`config.mk`:
```
export PLATFORM = sky130hd
export DESIGN_NAME = bus_access_tracer
export DESIGN_NICKNAME = d
export VERILOG_FILES = /design/src/rtl/bus_access_tracer.sv
export SDC_FILE = /design/constraint.sdc
export NUM_CORES = 1
export LEC_CHECK = 0
export CORE_AREA = 8 8 163 165
export CTS_CLUSTER_SIZE = 25
export DETAILED_ROUTE_END_ITERATION = 16
export DIE_AREA = 0 0 171 173
export PLACE_DENSITY = 0.84
export SYNTH_ARGS = -nofsm -noshare
export SYNTH_HDL_FRONTEND = slang
export SYNTH_SLANG_ARGS = --single-unit
```
`constraint.sdc`:
```
create_clock -name clk -period 4.7 [get_ports clk]
set_input_delay 0.47 -clock clk [delete_from_list [all_inputs] [get_ports clk]]
set_output_delay 0.47 -clock clk [all_outputs]
set_load 0.01 [all_outputs]
```
`src/rtl/bus_access_tracer.sv`:
```
// rtl/bus_access_tracer.sv - passive CPU/memory bus monitor with trace FIFO, counters and sticky flags
module bus_access_tracer #(
    parameter int N     = 16,
    parameter int A     = 16,
    parameter int DEPTH = 8,
    parameter int LIMIT = 4096
) (
    input  logic                       clk,
    input  logic                       reset,
    input  logic [A-1:0]               Address,
    input  logic                       RW,
    input  logic [N-1:0]               wdata,
    input  logic [N-1:0]               rdata,
    input  logic                       en,
    input  logic                       clear,
    input  logic                       pop,
    output logic                       entry_valid,
    output logic                       entry_rw,
    output logic [A-1:0]               entry_addr,
    output logic [N-1:0]               entry_data,
    output logic [$clog2(DEPTH):0]     level,
    output logic [7:0]                 ld_count,
    output logic [7:0]                 st_count,
    output logic                       overflow,
    output logic                       range_err
);

    localparam int PW = $clog2(DEPTH);
    localparam int LW = PW + 1;
    localparam logic [LW-1:0] FULL    = LW'(DEPTH);
    localparam logic [A:0]    LIMIT_W = (A+1)'(LIMIT);

    typedef enum logic [1:0] {IDLE, CAPTURE, HOLD} state_t;

    state_t         state;
    logic [A-1:0]   prev_addr;
    logic           prev_rw;
    logic           cap_rw;
    logic [A-1:0]   cap_addr;
    logic [N-1:0]   cap_data;

    logic           fifo_rw   [DEPTH];
    logic [A-1:0]   fifo_addr [DEPTH];
    logic [N-1:0]   fifo_data [DEPTH];
    logic [PW-1:0]  rd_ptr;
    logic [PW-1:0]  wr_ptr;
    logic [LW-1:0]  count;

    logic           start;
    logic           push;
    logic           full;
    logic           do_pop;
    logic           do_write;
    logic           drop;
    logic           out_of_range;
    logic [N-1:0]   push_data;

    // A new access is any enabled cycle that leaves IDLE or changes address/direction
    assign start        = en && (state == IDLE || Address != prev_addr || RW != prev_rw);
    assign push         = (state == CAPTURE);
    assign full         = (count == FULL);
    assign do_pop       = pop && (count != '0);
    assign do_write     = push && (!full || do_pop);
    assign drop         = push && full && !do_pop;
    assign out_of_range = ({1'b0, Address} >= LIMIT_W);
    // Reads take the memory's data one cycle after the start; writes use the latched CPU data
    assign push_data    = cap_rw ? rdata : cap_data;

    // Access detection FSM plus previous-cycle bus shadow and start-time capture latch
    always_ff @(posedge clk or negedge reset) begin
        if (!reset) begin
            state     <= IDLE;
            prev_addr <= '0;
            prev_rw   <= 1'b1;
            cap_rw    <= 1'b0;
            cap_addr  <= '0;
            cap_data  <= '0;
        end else begin
            prev_addr <= Address;
            prev_rw   <= RW;
            if (!en)
                state <= IDLE;
            else if (start)
                state <= CAPTURE;
            else if (state == CAPTURE)
                state <= HOLD;
            if (start) begin
                cap_rw   <= RW;
                cap_addr <= Address;
                if (!RW)
                    cap_data <= wdata;
            end
        end
    end

    // Saturating access counters and sticky flags; clear has priority over any update
    always_ff @(posedge clk or negedge reset) begin
        if (!reset) begin
            ld_count  <= '0;
            st_count  <= '0;
            overflow  <= 1'b0;
            range_err <= 1'b0;
        end else if (clear) begin
            ld_count  <= '0;
            st_count  <= '0;
            overflow  <= 1'b0;
            range_err <= 1'b0;
        end else begin
            if (start && RW && ld_count != 8'hFF)
                ld_count <= ld_count + 8'd1;
            if (start && !RW && st_count != 8'hFF)
                st_count <= st_count + 8'd1;
            if (start && out_of_range)
                range_err <= 1'b1;
            if (drop)
                overflow <= 1'b1;
        end
    end

    // Trace storage; contents need no reset because the head is masked while empty
    always_ff @(posedge clk) begin
        if (do_write) begin
            fifo_rw[wr_ptr]   <= cap_rw;
            fifo_addr[wr_ptr] <= cap_addr;
            fifo_data[wr_ptr] <= push_data;
        end
    end

    // FIFO pointers and occupancy; push+pop at full keeps the level at DEPTH
    always_ff @(posedge clk or negedge reset) begin
        if (!reset) begin
            rd_ptr <= '0;
            wr_ptr <= '0;
            count  <= '0;
        end else begin
            if (do_write)
                wr_ptr <= wr_ptr + 1'b1;
            if (do_pop)
                rd_ptr <= rd_ptr + 1'b1;
            case ({do_write, do_pop})
                2'b10:   count <= count + 1'b1;
                2'b01:   count <= count - 1'b1;
                default: count <= count;
            endcase
        end
    end

    assign level       = count;
    assign entry_valid = (count != '0);
    assign entry_rw    = entry_valid ? fifo_rw[rd_ptr]   : 1'b0;
    assign entry_addr  = entry_valid ? fifo_addr[rd_ptr] : '0;
    assign entry_data  = entry_valid ? fifo_data[rd_ptr] : '0;

endmodule

```
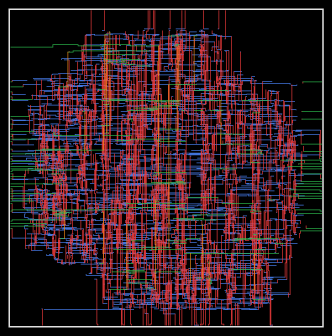
(images/layers.png)
[M3] green | wire length: 1930 um
[M4] orange | wire length: 698 um
[M2] red | wire length: 15200 um
[M1] blue | wire length: 11300 um

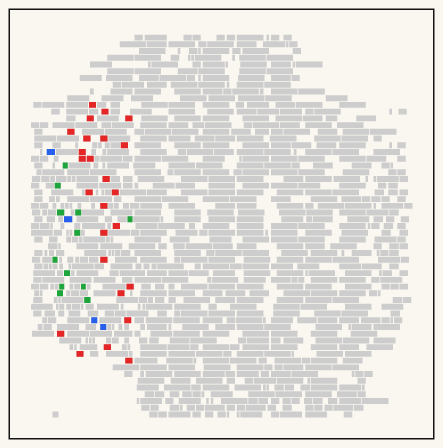
(images/gates.png)
[and/or cells] green | cells: 12 | where: west
[xor and xnor cells] red | cells: 25
[non-inverting ao/oa cells] blue | cells: 4

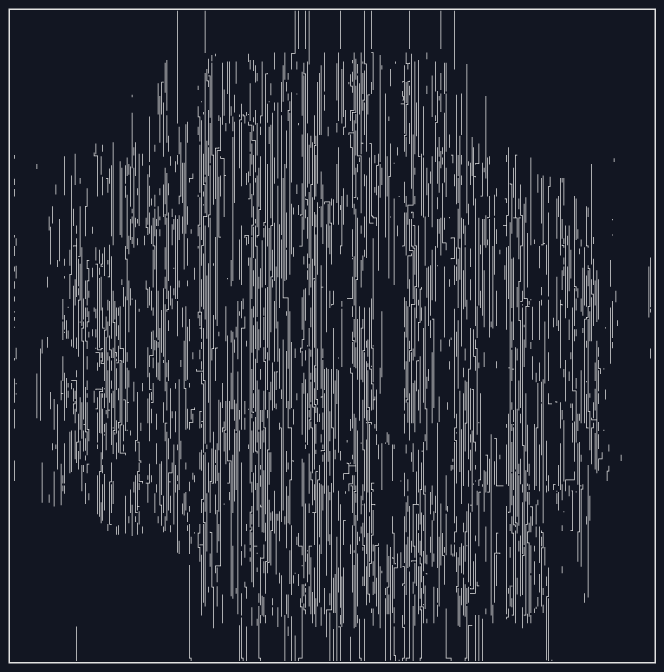
(images/m2.png)
nets with wire on the layer: 840
main direction: vertical
share of all routed wire: 52%
longest straight run: 76.8 um

==> changes_impl.md <==
## Flow update

- Status: complete, no violations
- Fin nets: 912
- Fp util: approximately 57%
- Final GP Congestion: ~0.8
- Synth top area cells: edfxtp_1 58%, dfrtp_1 14%, mux4_2 11%
- Clock Path Buffers: 3
- Total global-route track usage: roughly 20%
- Total Neg Setup Slack: 0 ns
- Antenna violations before repair: 0
- Number of enable flip-flop cells: roughly 260
- R2R Path End: fifo_data[6][4]
- Die Y: about 170 um
- Critical Path End: entry_data[11]
- CP arrival: between 3 and 4 ns
- Skew-Pair Late Insertion Delay: about 0.52 ns
- Boundary Pins: between 100 and 150
- Final non-filler cell total: 1202
- H-tree depth: 2
- Port Buffers: around 110
- Crit-path max FO: 36
- WL/cell: between 20 and 25 um
- DRT Pass-1 Iters: 5
- Setup Buffers After CTS: 0
- Crit path kind: reg2out
- Critical path launch point: rd_ptr[0]
- Worst path buffer plus inverter count: 2
- Ys flops: 344
- Clock Pin Slew Worst Setup and Hold Paths: 0.06 ns
- Synthesis Warnings: 0
- Avg Inst Size Synth: 18.9 sq um
- DRC Markers: 0
- Design Area, Final: roughly 16000 sq um
- Pwr dens: around 590 nW/um^2
- Antenna cells: 0
- RSZ-0062 raised after global routing: no
- Final clock skew: between 0.02 and 0.03 ns
- Initial drt markers: ~440
- Fill count: roughly 1500
- Slowest stage delay, CP: approximately 0.89 ns
- Crit-path slowest cell: dfrtp_4
- Floorplan row count: 57
- Gate Count Post-Synth: between 700 and 800
- Total CTS buffers: 35
- Hold Crit Class: in2async
- Reg2Reg Setup Slack: 1.79 ns
- Syn nets: just under 800
- Layout area overhead: 19.2%
- Routed Wire Length: slightly below 30000 um
- RR Startpoint: state[1]
- Final Max-Slew Violation Tally: 0
- Worst Max-Slew Pin Slew: around 1.1 ns
- Post-route ant nets: 0
- Rel. slew slack: 24.7%
- Hold buffers post-CTS: 0
- Flip-flop and latch area: between 9000 and 10000 sq um
- Detailed Place HPWL: 17100 um
- Final hold slack: 0.136 ns
- OpenROAD warnings: 26
- Crit. End Element: output port
- Most numerous logic cells after layout: 264 x edfxtp_1, 108 x clkdlybuf4s50_1, 76 x dfrtp_1, 66 x mux4_2, 46 x nor2_1
- Placed Area: between 15000 and 20000 sq um
- Unique cell types: about 44
- VDD IR max: between 0.3 and 0.4 mV
- Ys async rst share: between 20% and 30%
- Layout cell share with drive strength beyond 1: between 20% and 30%
- Yosys top cell area share: between 50% and 60%
- WP data required: approximately 4.2 ns
- DIE AREA: 29600 sq um
- Final Power: roughly 9.6 mW
- Top cell excl fill/tap: edfxtp_1
- Dominant Register Cell: edfxtp_1
- Max-capacitance violation count: 0
- CTS tree: built
- Crit path launch type: flop
- Period utilization: roughly four fifths
- Max Freq: ~270 MHz
- CP delay by family, top: buffers and inverters
- Vias: between 7000 and 8000
- Placed insts: 1138
- Core ar.: between 20000 and 25000 sq um
- Root buffer cell: clkbuf_16
- Leak pwr: between 5 and 6 nW
- Logic cell area: between 3000 and 4000 sq um
- Post-layout min period: approximately 3.7 ns
- Register share after synthesis: a little over 70%
- Netlist Area Pre-Place: ~14000 sq um
- Post-cts gate resize count: 0
- CP cell instances: buf_4 -> mux4_2 -> mux2i_1 -> nor2_1 -> clkdlybuf4s50_1
- First-pass GRT wire length: 45200 um
- Hold Vio Cnt, Final: 0
- CP Depth: 5
- Largest net degree at the start of global routing: 81
- Via/cell ratio: 5.94
- Clock sinks: approximately 340
- Ys cells: approximately 730
- Yosys chip area: ~14000 sq um
- Yosys top cell by area: edfxtp_1
- Number of global-route vias before repair: about 8000
- Global route overflow: 0
- Setup violations, final: 0
- R2R cell count: 4
- Die width: about 170 um
==> kinds of logic (layout without fill, tap and decap cells) <==
family	count (synthesis)	after routing	synth area share [%]
adder cells (fa/ha/maj)	7	7	0.695
flip-flops	344	344	72.6
AND/OR/NAND/NOR	124	124	4.48
multiplexers	157	157	18.0
XOR/XNOR	25	25	1.60
AND-OR/OR-AND	29	29	1.36
buffers and inverters	39	192	1.24
==> per-stage QoR <==
step | worst slack, ns | util [%]
after floorplan | 0.843 | -
after CTS | 0.839 | 68.1
after global placement | 1.46 | 63.4
final | 0.952 | 68.1
after global routing | 0.778 | 68.1
after detailed placement | 1.36 | 63.4
==> flip-flops by register name, indices dropped and copies added, names as in the netlist, 2 cells and up <==
register,count
fifo_addr,128
fifo_data,128
cap_addr,16
cap_data,16
prev_addr,16
fifo_rw,8
ld_count,8
st_count,8
level,4
rd_ptr,3
wr_ptr,3
state,2
==> cell type report <==
| cell class | count | share of cell area, % |
|---|---|---|
| clock inverter | 10 | 0.537 |
| sequential | 344 | 60.9 |
| clock buffer | 54 | 6.31 |
| tap | 324 | 2.49 |
| multi-input combinational | 342 | 22.3 |
| timing repair buffer | 122 | 7.27 |
| inverter | 6 | 0.138 |
==> report_power, final <==
part	internal, mW	total (mW)	switching (mW)
Combinational	1.46	2.74	1.28
Sequential	3.80	4.21	0.406
Clock	1.57	2.70	1.13
Total	6.83	9.65	2.82
==> worst min path at each step <==
stage / startpoint / end / slack (ns) / cells after the start
2_1_floorplan: reset / cap_addr[0] / 0.17 / 0
3_5_place_dp: cap_data[10] / cap_data[10] / 0.48 / 1
5_1_grt: reset / cap_data[5] / 0.25 / 1
3_3_place_gp: cap_data[5] / cap_data[5] / 0.47 / 1
6_report: reset / cap_data[12] / 0.14 / 1
4_1_cts: reset / st_count[1] / 0.18 / 1
==> Yosys cell counts (all sizes together) (2+ instances only) <==
cell	n
xnor2	6
nand2	13
nand3	10
dfrtp	79
mux4	66
o21ai	6
buf	14
xor2	19
or2	2
or3	2
a21oi	11
nand2b	9
nor2b	6
clkbuf	19
or4	6
edfxtp	264
nor3	6
mux2i	36
o31ai	6
nor4	14
ha	6
inv	6
a21o	2
mux2	55
nor2	52
==> metal layers <==
layer,vias to the layer above,track usage [%],wire length (um)
met5,-,0,0
met4,0,6.74,698
met3,51,3.99,1930
met2,294,34.4,15200
met1,3686,25.3,11300
li1,3112,-,-
Power figures rest on the tool's default switching activity, not on a simulated workload.
